===== src/rtl/demux_1b_1to128.sv =====
// ============================================================================
// Module   : demux_1b_1to128
// Purpose  : Steers one input bit to out[sel] of 128 outputs; all other bits 0.
//            Optional output register enabled by DEMUX_1B_1TO128_OUT_REG_EN.
// Revision : 1.0  initial release
// ============================================================================
`default_nettype none

module demux_1b_1to128 #(
  parameter int NSEL = 7
) (
  input  logic                    clk,
  input  logic                    reset,
  input  logic                    in_,
  input  logic [NSEL-1:0]         sel,
  output logic [(1 << NSEL)-1:0]  out
);

  localparam int NOUT = 1 << NSEL;

  logic [NOUT-1:0] w_demux;

  // Binary tree: level k splits each node on sel[NSEL-1-k]; node 2j is the
  // sel-bit-0 child of parent j, so leaf j of the last level is out[j].
  for (genvar k = 0; k < NSEL; k++) begin : g_level
    logic [(2 << k)-1:0] w_nodes;

    if (k == 0) begin : g_root
      assign w_nodes = {in_ & sel[NSEL-1], in_ & ~sel[NSEL-1]};
    end else begin : g_inner
      for (genvar j = 0; j < (1 << k); j++) begin : g_node
        assign w_nodes[2*j]   = g_level[k-1].w_nodes[j] & ~sel[NSEL-1-k];
        assign w_nodes[2*j+1] = g_level[k-1].w_nodes[j] &  sel[NSEL-1-k];
      end
    end
  end

  assign w_demux = g_level[NSEL-1].w_nodes;

`ifdef DEMUX_1B_1TO128_OUT_REG_EN
  logic [NOUT-1:0] r_out;

  always_ff @(posedge clk or posedge reset) begin
    if (reset) begin
      r_out <= '0;
    end else begin
      r_out <= w_demux;
    end
  end

  assign out = r_out;
`else
  // Clock and reset only matter for the registered build.
  logic w_unused_clk_rst;
  assign w_unused_clk_rst = clk ^ reset;

  assign out = w_demux;
`endif

endmodule

`default_nettype wire


===== config.mk =====
export PLATFORM = sky130hd
export DESIGN_NAME = demux_1b_1to128
export DESIGN_NICKNAME = d
export VERILOG_FILES = /design/src/rtl/demux_1b_1to128.sv
export SDC_FILE = /design/constraint.sdc
export NUM_CORES = 1
export LEC_CHECK = 0
export CELL_PAD_IN_SITES_DETAIL_PLACEMENT = 0
export CELL_PAD_IN_SITES_GLOBAL_PLACEMENT = 1
export CORE_UTILIZATION = 15
export DETAILED_ROUTE_END_ITERATION = 8
export PLACE_DENSITY_LB_ADDON = 0.25
export REMOVE_ABC_BUFFERS = 1
export SYNTH_ARGS = -nofsm -noshare
export SYNTH_HDL_FRONTEND = slang
export SYNTH_SLANG_ARGS = --single-unit

===== constraint.sdc =====
create_clock -name vclk -period 4.3
set_input_delay 0.86 -clock vclk [all_inputs]
set_output_delay 0.86 -clock vclk [all_outputs]
set_load 0.01 [all_outputs]

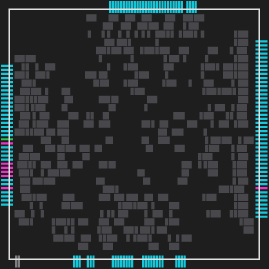
Fig. 1. Pin map.
Drawn at 3 px/µm. Pins as bars across the die edge, other pins in grey.
colour	port	pins	direction	edge
magenta	sel	7	input	6 left, 1 right
green	in_	1	input	left
cyan	out	128	output	43 right, 31 top, 28 left, 26 bottom
all pins by edge	44 right, 35 left, 31 top, 28 bottom

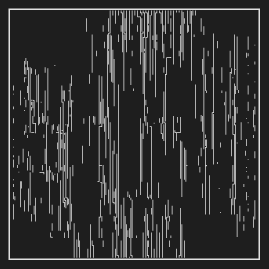
Fig. 2. Metal 2.
Drawn at 3 px/µm.
nets with wire on the layer	254
share of all routed wire	45%
longest straight run	50.3 µm

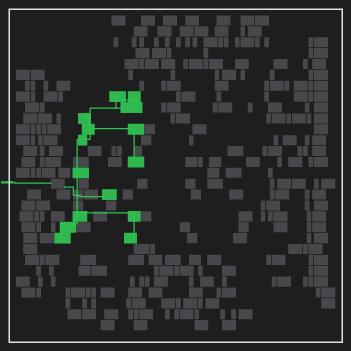
Fig. 3. I/O nets highlighted.
Drawn at 4 px/µm.
colour	port	bits	direction	edge	end cells	buffers	wire
green	in_	1	input	left	16	2	130 µm
I/O Pins: 138
port bufs: 136

==> results.ini <==
[outcome]
status = finished, final reports clean

[global_route]
grt_pass1_wl_mm = 8.60
antenna_found_initial = 0
grt.total_usage_pct = 14.7
grt.overflow.total = 0
grt_pass1_vias = 1634
grt_max_degree = 17

[logic_synthesis]
synthCells = 192
ys_seq_share_pct = 0
ys_types = 9
synth_warnings = 0
avgSynthCellArea_um2 = 5.11
yosysTopAreaCell = nor2_1
yosys-stat-area_um2 = 981
ys_cells = 192
yosysTopAreaCellShare_pct = 49.0
syn_area_um2 = 981
ys_top_cells_by_area = nor2_1 49%, nand4bb_1 18%, nand4b_1 11%

[worst_setup_path]
crit_path_start = sel[3]
crit_arrival_ns = 3.09
end_kind = output pin
required_ns = 3.44
cp-start-kind = input port
worstSetupPathType = input port to output pin
critPathMaxFanout = 16
critPathCapture = out[65]

[floorplan]
dieArea_um2 = 6870
die_w_um = 82.9
row_count = 29
die_h_um = 82.9
initCoreUtil_pct = 15.5
coreArea_um2 = 6310

[final_layout]
final_core_util_pct = 38.4
layout.nets = 329
regArea_um2 = 0
drive_gt1_share_pct = 4.10
antenna_cells = 0
flops = 0
area_delta_synth_final_pct = 147
clkbuf_count = 0
fillers = 687
stdcell_count = 394

[clock_network]
postCtsSetupBuffers = 0
cts_resized = 0
cts_hold_buf = 0

[timing]
worstMarginPinSlew_ns = 0.642
rsz0062_at_grt = no
final-setup-viol-count = 0
final-hold-violation-count = 0
period_used_pct = 91.8
drv_slew = 0
timing.hold.ws_ns = 3.01
setup_ws_ns = 0.354
fin_setup_tns_ns = 0
slew_headroom_pct = 57.2
clock.fmax_mhz = 253
fin_crit_ns = 3.95

[place]
post-place-ws_ns = 0.365
gp_congestion = 0.698
placed_cells = 394
dp_hpwl_mm = 4.09

[drt]
ant_nets = 0
drc_errors = 0
drt_iter0_markers = 59
vias_per_cell = 4.49
vias = 1771
firstDrtPassIters = 4
routed_wirelength_mm = 5.43

[run]
warnings = 34
cap_violations = 0

[power]
power.leakage_nw = 0.675
ir_drop_uv = 29.0
powerDensity_nw_per_um2 = 31.0

[hold_path]
hp-class = input port to output pin

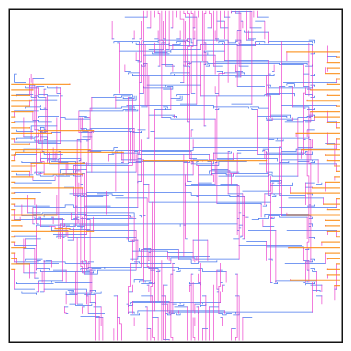
Fig. 4. Metal layers overlaid.
Drawn at 4 px/µm.
colour	layer	wire length
blue	metal 1	2530 µm
orange	metal 3	462 µm
magenta	metal 2	2430 µm

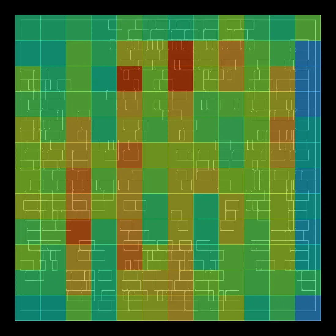
Fig. 5. Congestion heat map.
gr busiest metal: met2
drt wl/cell: 13.8 µm

-- layer usage --
| layer | GRT usage, % | vias to the layer above | wire length [µm] |
|---|---|---|---|
| met2 | 25.6 | 91 | 2430 |
| met1 | 20.1 | 793 | 2530 |
| met5 | 0 | - | 0 |
| met3 | 2.49 | 0 | 462 |
| li1 | - | 887 | - |
| met4 | 0 | 0 | 0 |
-- synth_stat cells --
| library cell | instances |
|---|---|
| buf_2 | 9 |
| buf_6 | 1 |
| clkbuf_1 | 14 |
| nand4_1 | 3 |
| nand4b_1 | 12 |
| nand4bb_1 | 16 |
| nor2_1 | 128 |
| or4_1 | 1 |
| or4b_1 | 8 |
-- final cells by class --
type,count,area (µm²),area share (%)
well taps,77,96.3,3.97
multi-input cells,168,872,35.9
repair buffers,149,1460,60.1
-- cells by family after synthesis --
family | share of synthesized area [%]
AND/OR/NAND/NOR | 88.9
buffers and inverters | 11.1
-- worst min path at each step --
stage / startpoint / endpoint / cells past startpoint
6_report: sel[0] / out[23] / 5
5_1_grt: sel[0] / out[23] / 5
4_1_cts: sel[0] / out[23] / 5
3_5_place_dp: sel[0] / out[23] / 5
3_3_place_gp: sel[0] / out[23] / 5
2_1_floorplan: sel[0] / out[23] / 2
-- cell usage in the layout (no fill, tap or decap) --
cell and n:
or4_1 1, buf_4 13, nand4bb_1 16, clkdlybuf4s50_1 136
nand4b_1 12, or4b_1 8, nand4_1 3, nor2_1 128
-- critical path, stage by stage --
cell             delay (ns)
clkdlybuf4s50_1        0.67
buf_4                  0.31
or4b_1                 0.57
nor2_1                 0.12
clkdlybuf4s50_1        0.55
-- power by group --
part / total [mW] / switching (mW) / leakage, nW / internal (mW)
registers: 0 / 0 / 0 / 0
logic: 0.0754 / 0.0437 / 0.675 / 0.0316
clock network: 0 / 0 / 0 / 0
-- through the flow --
stage          total power [mW]  area [µm²]
2_1_floorplan            0.0279         872
3_3_place_gp             0.0744        2430
3_5_place_dp             0.0757        2430
4_1_cts                  0.0759        2430
5_1_grt                  0.0818        2430
6_report                 0.0754        2430
No activity file was given, so power comes from the tool's default toggle rates.
